[src/rtl/uart_cmd_tx_if.sv]
// Handshake bundle for the UART command transmitter: frame request in, status and serial line out.
// The slave modport is the transmitter; the master modport is whoever issues frames.
interface uart_cmd_tx_if;
   logic        start;
   logic [7:0]  cmd;
   logic [31:0] value;
   logic        ready;
   logic        busy;
   logic        done;
   logic        TX;

   modport master (
      output start, cmd, value,
      input  ready, busy, done, TX
   );

   modport slave (
      input  start, cmd, value,
      output ready, busy, done, TX
   );
endinterface

[src/rtl/uart_cmd_tx.sv]
// Serialises one command frame (cmd byte, then 32-bit value MSB first) as five 8N1 UART bytes,
// with optional idle-high gap bits after each stop bit and back-to-back frame acceptance.
module uart_cmd_tx #(
   parameter int CLKS_PER_BIT = 104,
   parameter int GAP_BITS     = 0
) (
   input  logic         clk,
   input  logic         rst,
   uart_cmd_tx_if.slave bus
);

   localparam int               TICK_W    = (CLKS_PER_BIT > 1) ? $clog2(CLKS_PER_BIT) : 1;
   localparam logic [TICK_W-1:0] TICK_LAST = TICK_W'(CLKS_PER_BIT - 1);
   localparam logic [3:0]       GAP_LAST  = (GAP_BITS > 0) ? 4'(GAP_BITS - 1) : 4'd0;
   localparam logic [2:0]       LAST_BYTE = 3'd4;

   typedef enum logic [2:0] {
      ST_IDLE,
      ST_START,
      ST_DATA,
      ST_STOP,
      ST_GAP
   } state_t;

   state_t              state_q, state_d;
   logic [TICK_W-1:0]   tick_q, tick_d;
   logic [2:0]          bit_q, bit_d;
   logic [2:0]          byte_q, byte_d;
   logic [3:0]          gap_q, gap_d;
   logic [39:0]         frame_q, frame_d;
   logic                tx_q, tx_d;

   logic                tick_end;
   logic                byte_end;
   logic                frame_end;
   logic                ready;
   logic [7:0]          cur_byte;

   assign tick_end = (tick_q == TICK_LAST);
   // The byte on the wire always sits in the top 8 bits; later bytes shift up as each one finishes.
   assign cur_byte = frame_q[39:32];

   // NOTE: every signal written here gets a default first, so no path leaves one unassigned (no latch).
   always_comb begin
      state_d   = state_q;
      tick_d    = tick_q;
      bit_d     = bit_q;
      byte_d    = byte_q;
      gap_d     = gap_q;
      frame_d   = frame_q;
      tx_d      = tx_q;
      byte_end  = 1'b0;
      frame_end = 1'b0;

      if (state_q != ST_IDLE) begin
         tick_d = tick_end ? '0 : tick_q + 1'b1;
      end

      unique case (state_q)
         ST_IDLE: begin
         end
         ST_START: begin
            if (tick_end) begin
               state_d = ST_DATA;
               bit_d   = '0;
               tx_d    = cur_byte[0];
            end
         end
         ST_DATA: begin
            if (tick_end) begin
               if (bit_q == 3'd7) begin
                  state_d = ST_STOP;
                  tx_d    = 1'b1;
               end else begin
                  bit_d = bit_q + 3'd1;
                  tx_d  = cur_byte[bit_q + 3'd1];
               end
            end
         end
         ST_STOP: begin
            if (tick_end) begin
               if (GAP_BITS > 0) begin
                  state_d = ST_GAP;
                  gap_d   = '0;
               end else begin
                  byte_end = 1'b1;
               end
            end
         end
         ST_GAP: begin
            if (tick_end) begin
               if (gap_q == GAP_LAST) begin
                  byte_end = 1'b1;
               end else begin
                  gap_d = gap_q + 4'd1;
               end
            end
         end
         default: begin
            state_d = ST_IDLE;
            tx_d    = 1'b1;
         end
      endcase

      if (byte_end) begin
         if (byte_q == LAST_BYTE) begin
            frame_end = 1'b1;
            state_d   = ST_IDLE;
            tx_d      = 1'b1;
         end else begin
            state_d = ST_START;
            byte_d  = byte_q + 3'd1;
            frame_d = {frame_q[31:0], 8'h00};
            tx_d    = 1'b0;
         end
      end

      // Ready during the final tick lets a new frame start with no idle cycle in between.
      ready = (state_q == ST_IDLE) || frame_end;

      if (ready && bus.start) begin
         state_d = ST_START;
         tick_d  = '0;
         bit_d   = '0;
         byte_d  = '0;
         gap_d   = '0;
         frame_d = {bus.cmd, bus.value};
         tx_d    = 1'b0;
      end
   end

   // NOTE: state registers use non-blocking assignments so every flop samples pre-edge values.
   always_ff @(posedge clk) begin
      if (rst) begin
         state_q <= ST_IDLE;
         tick_q  <= '0;
         bit_q   <= '0;
         byte_q  <= '0;
         gap_q   <= '0;
         frame_q <= '0;
         tx_q    <= 1'b1;
      end else begin
         state_q <= state_d;
         tick_q  <= tick_d;
         bit_q   <= bit_d;
         byte_q  <= byte_d;
         gap_q   <= gap_d;
         frame_q <= frame_d;
         tx_q    <= tx_d;
      end
   end

   // Gating with rst keeps an aborted frame from ever reporting completion.
   assign bus.done  = frame_end && !rst;
   assign bus.ready = ready;
   assign bus.busy  = !ready;
   assign bus.TX    = tx_q;

endmodule

[src/flat_wrapper.sv]
// flat-port wrapper written by rule: the top's interface ports become plain ports
module uart_cmd_tx_flat 
#(
   parameter int CLKS_PER_BIT = 104,
   parameter int GAP_BITS     = 0
)
  (clk, rst, bus_start, bus_cmd, bus_value, bus_ready, bus_busy, bus_done, bus_TX);
  uart_cmd_tx_if bus_i ();
  input  logic clk;
  input  logic rst;
  input wire logic [$bits(bus_i.start)-1:0] bus_start;
  input wire logic [$bits(bus_i.cmd)-1:0] bus_cmd;
  input wire logic [$bits(bus_i.value)-1:0] bus_value;
  output wire logic [$bits(bus_i.ready)-1:0] bus_ready;
  output wire logic [$bits(bus_i.busy)-1:0] bus_busy;
  output wire logic [$bits(bus_i.done)-1:0] bus_done;
  output wire logic [$bits(bus_i.TX)-1:0] bus_TX;
  assign bus_i.start = bus_start;
  assign bus_i.cmd = bus_cmd;
  assign bus_i.value = bus_value;
  assign bus_ready = bus_i.ready;
  assign bus_busy = bus_i.busy;
  assign bus_done = bus_i.done;
  assign bus_TX = bus_i.TX;
  uart_cmd_tx #(.CLKS_PER_BIT(CLKS_PER_BIT), .GAP_BITS(GAP_BITS)) u_core (.clk(clk), .rst(rst), .bus(bus_i));
endmodule
[config.mk]
export PLATFORM = sky130hd
export DESIGN_NAME = uart_cmd_tx_flat
export DESIGN_NICKNAME = d
export VERILOG_FILES = /design/src/rtl/uart_cmd_tx_if.sv /design/src/rtl/uart_cmd_tx.sv /design/src/flat_wrapper.sv
export SDC_FILE = /design/constraint.sdc
export NUM_CORES = 1
export LEC_CHECK = 0
export ABC_AREA = 1
export CAP_MARGIN = 25
export CELL_PAD_IN_SITES_DETAIL_PLACEMENT = 2
export CELL_PAD_IN_SITES_GLOBAL_PLACEMENT = 2
export CORE_MARGIN = 3
export CORE_UTILIZATION = 30
export CTS_CLUSTER_SIZE = 24
export DETAILED_ROUTE_END_ITERATION = 8
export MAX_ROUTING_LAYER = met4
export PLACE_DENSITY_LB_ADDON = 0.1
export REMOVE_ABC_BUFFERS = 1
export SLEW_MARGIN = 25
export SYNTH_ARGS = -nofsm -noshare
export SYNTH_HDL_FRONTEND = slang
export SYNTH_SLANG_ARGS = --single-unit
[constraint.sdc]
create_clock -name clk -period 2.5 [get_ports clk]
set_clock_uncertainty 0.1 [all_clocks]
set_input_delay 0.5 -clock clk [delete_from_list [all_inputs] [get_ports clk]]
set_output_delay 0.5 -clock clk [all_outputs]
set_load 0.005 [all_outputs]
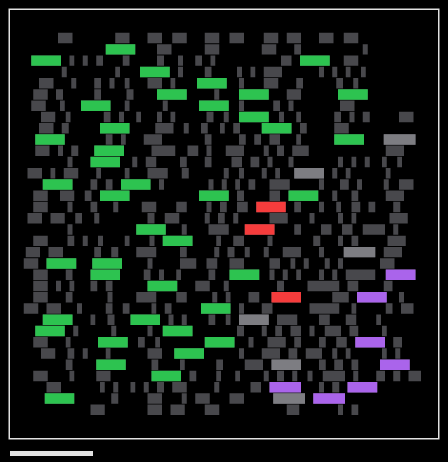
*Sequential cells coloured by netlist name*
Bar = 20 um. Other sequential cells in the stronger grey, the rest of the logic in the fainter grey.
Green stands for `u_core.frame_q`, placed flops 40. Purple stands for `u_core.tick_q`, placed flops 7, where lower right. Red stands for `u_core.bit_q`, placed flops 3.
Another 6 sequential cells are not coloured.
flop share of the area: 31.6%
Storage cell area: 0.00113 mm^2

==> impl_metrics.csv <==
group,metric,value,unit
layout,largest_register,"u_core.frame_q",
routing,drc,0,
setup_path,crit_path_cell_trace,"ha_2 -> nand2_1 -> nor2_4 -> nand4_4 -> nand2_4 -> inv_1 -> clkdlybuf4s50_1",
layout,nNonClkBuffers,60,
clocking,post_cts_resized,9,
yosys,aoi_share,17.6,%
global_route,overflow,0,
layout,final_area,0.00357,mm^2
placed_design,post-dp-hpwl,6030,um
layout,drive_gt1_share,11.0,%
pwr,p_per_area,786,mW/mm^2
setup_path,crit_slowest_cell,"clkdlybuf4s50_1",
timing,maxSlewViolCount,0,
setup_path,crit_fanout,3,
min_path,hp-class,"reg2reg",
yosys,yosys_warnings,0,
yosys,yosys_most_used_dff,"dfxtp_1",
layout,biggestRegsByFlops,"u_core.frame_q x40, u_core.tick_q x7",
clocking,postCtsSetupRepairBufs,4,
clocking,clk_latency,0.32,ns
clocking,hold_buffers,0,
timing,hold_viol_final,0,
yosys,syn-instance-count,372,
yosys,ys_sh_simple,29.5,%
yosys,synth_stat.cells,372,
yosys,largest_area_cell,"dfxtp_1",
routing,drt_iter0_markers,65,
min_path,hold_end,"u_core.frame_q[26]$_SDFFE_PP0P_",
layout,clock_buffer_count,7,
clocking,clock_path_buffers,2,
placed_design,dp_cells,533,
floorplan,die_area,0.0107,mm^2
layout,num-nonclk-inverters,26,
setup_path,end_kind,"primary output",
yosys,edf_count,0,
routing,vias,2683,
clocking,cts.clk_slew.worst_paths,0.10,ns
outcome,status,"finished clean",
min_path,min_path_cells,2,
timing,worst-slew-pin-transition,0.479,ns
floorplan,core,0.00898,mm^2
placed_design,dpl_cell_area,0.00341,mm^2
clocking,cts_buffers,5,
timing,clock.fmax,420,MHz
yosys,synth_area,0.00284,mm^2
setup_path,reg2reg_slack,0.27,ns
layout,area_dominant_class,"combinational gates",
yosys,common_cells,"108 x nand2_1, 56 x dfxtp_1, 35 x nand3_1",
routing,antenna_left,0,
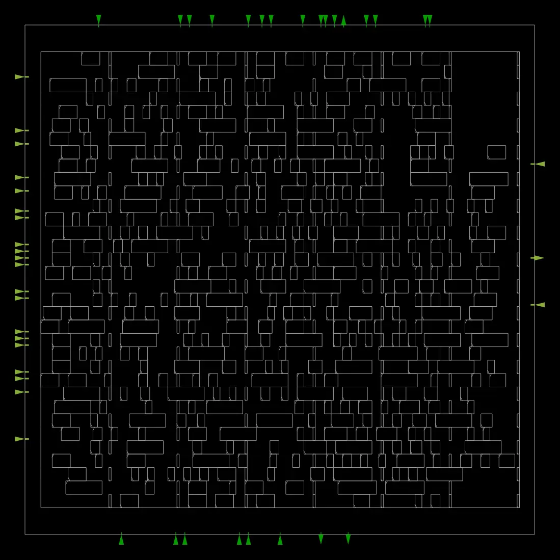
*Placement view*
Layout Cells excl Fill: 546
final core utilization: 39.8%
# Taps: 126
Rows: 34
Seq cells: 56

[cell families (layout without fill, tap and decap cells)]
family                   count (synthesis)  after routing
XOR/XNOR                                 2              2
AND-OR/OR-AND                           72             72
adder cells (fa/ha/maj)                 11             11
buffers and inverters                   46             94
flip-flops                              56             56
AND/OR/NAND/NOR                        185            185
[layer usage]
layer / up-vias / wire [um] / part of all wire (%) / GRT usage, %
met5: - / 0 / 0 / -
met4: 0 / 126 / 1.5 / 4.98
met3: 11 / 212 / 2.5 / 2.28
met2: 34 / 4430 / 53 / 31.2
met1: 1311 / 3600 / 43 / 20.3
li1: 1327 / - / - / -
[metrics by stage]
step / power, W / hold slack (ns)
after global placement: 0.00223 / 0.350
final: 0.00281 / 0.372
after detailed placement: 0.00227 / 0.358
after global routing: 0.00305 / 0.397
after floorplan: 0.00184 / 0.335
after CTS: 0.00285 / 0.375
[power breakdown]
| part | total, W | internal (W) | switching (W) |
|---|---|---|---|
| Combinational | 0.00109 | 0.000477 | 0.000612 |
| Clock | 0.000539 | 0.000226 | 0.000312 |
| Sequential | 0.00118 | 0.00107 | 0.000104 |
[cells in the final DEF, fill, tap and decap left out, types with 8 or more instances in the layout]
| cell | netlist | routed |
|---|---|---|
| nand2_1 | 108 | 108 |
| dfxtp_1 | 56 | 51 |
| clkdlybuf4s50_1 | 0 | 44 |
| nand3_1 | 35 | 35 |
| a21oi_1 | 28 | 28 |
| inv_1 | 25 | 24 |
| nor2_1 | 21 | 20 |
| o211a_1 | 18 | 18 |
| buf_4 | 3 | 14 |
| ha_1 | 11 | 9 |
| o21ai_0 | 8 | 8 |
[worst max-delay path, delay by kind of cell, from the launching register on]
family	cells	cell delay [ns]
AND/OR/NAND/NOR	4	0.44
buffers and inverters	2	0.47
adder cells (fa/ha/maj)	1	0.19
flip-flops	1	0.36
Power figures rest on the tool's default switching activity, not on a simulated workload.
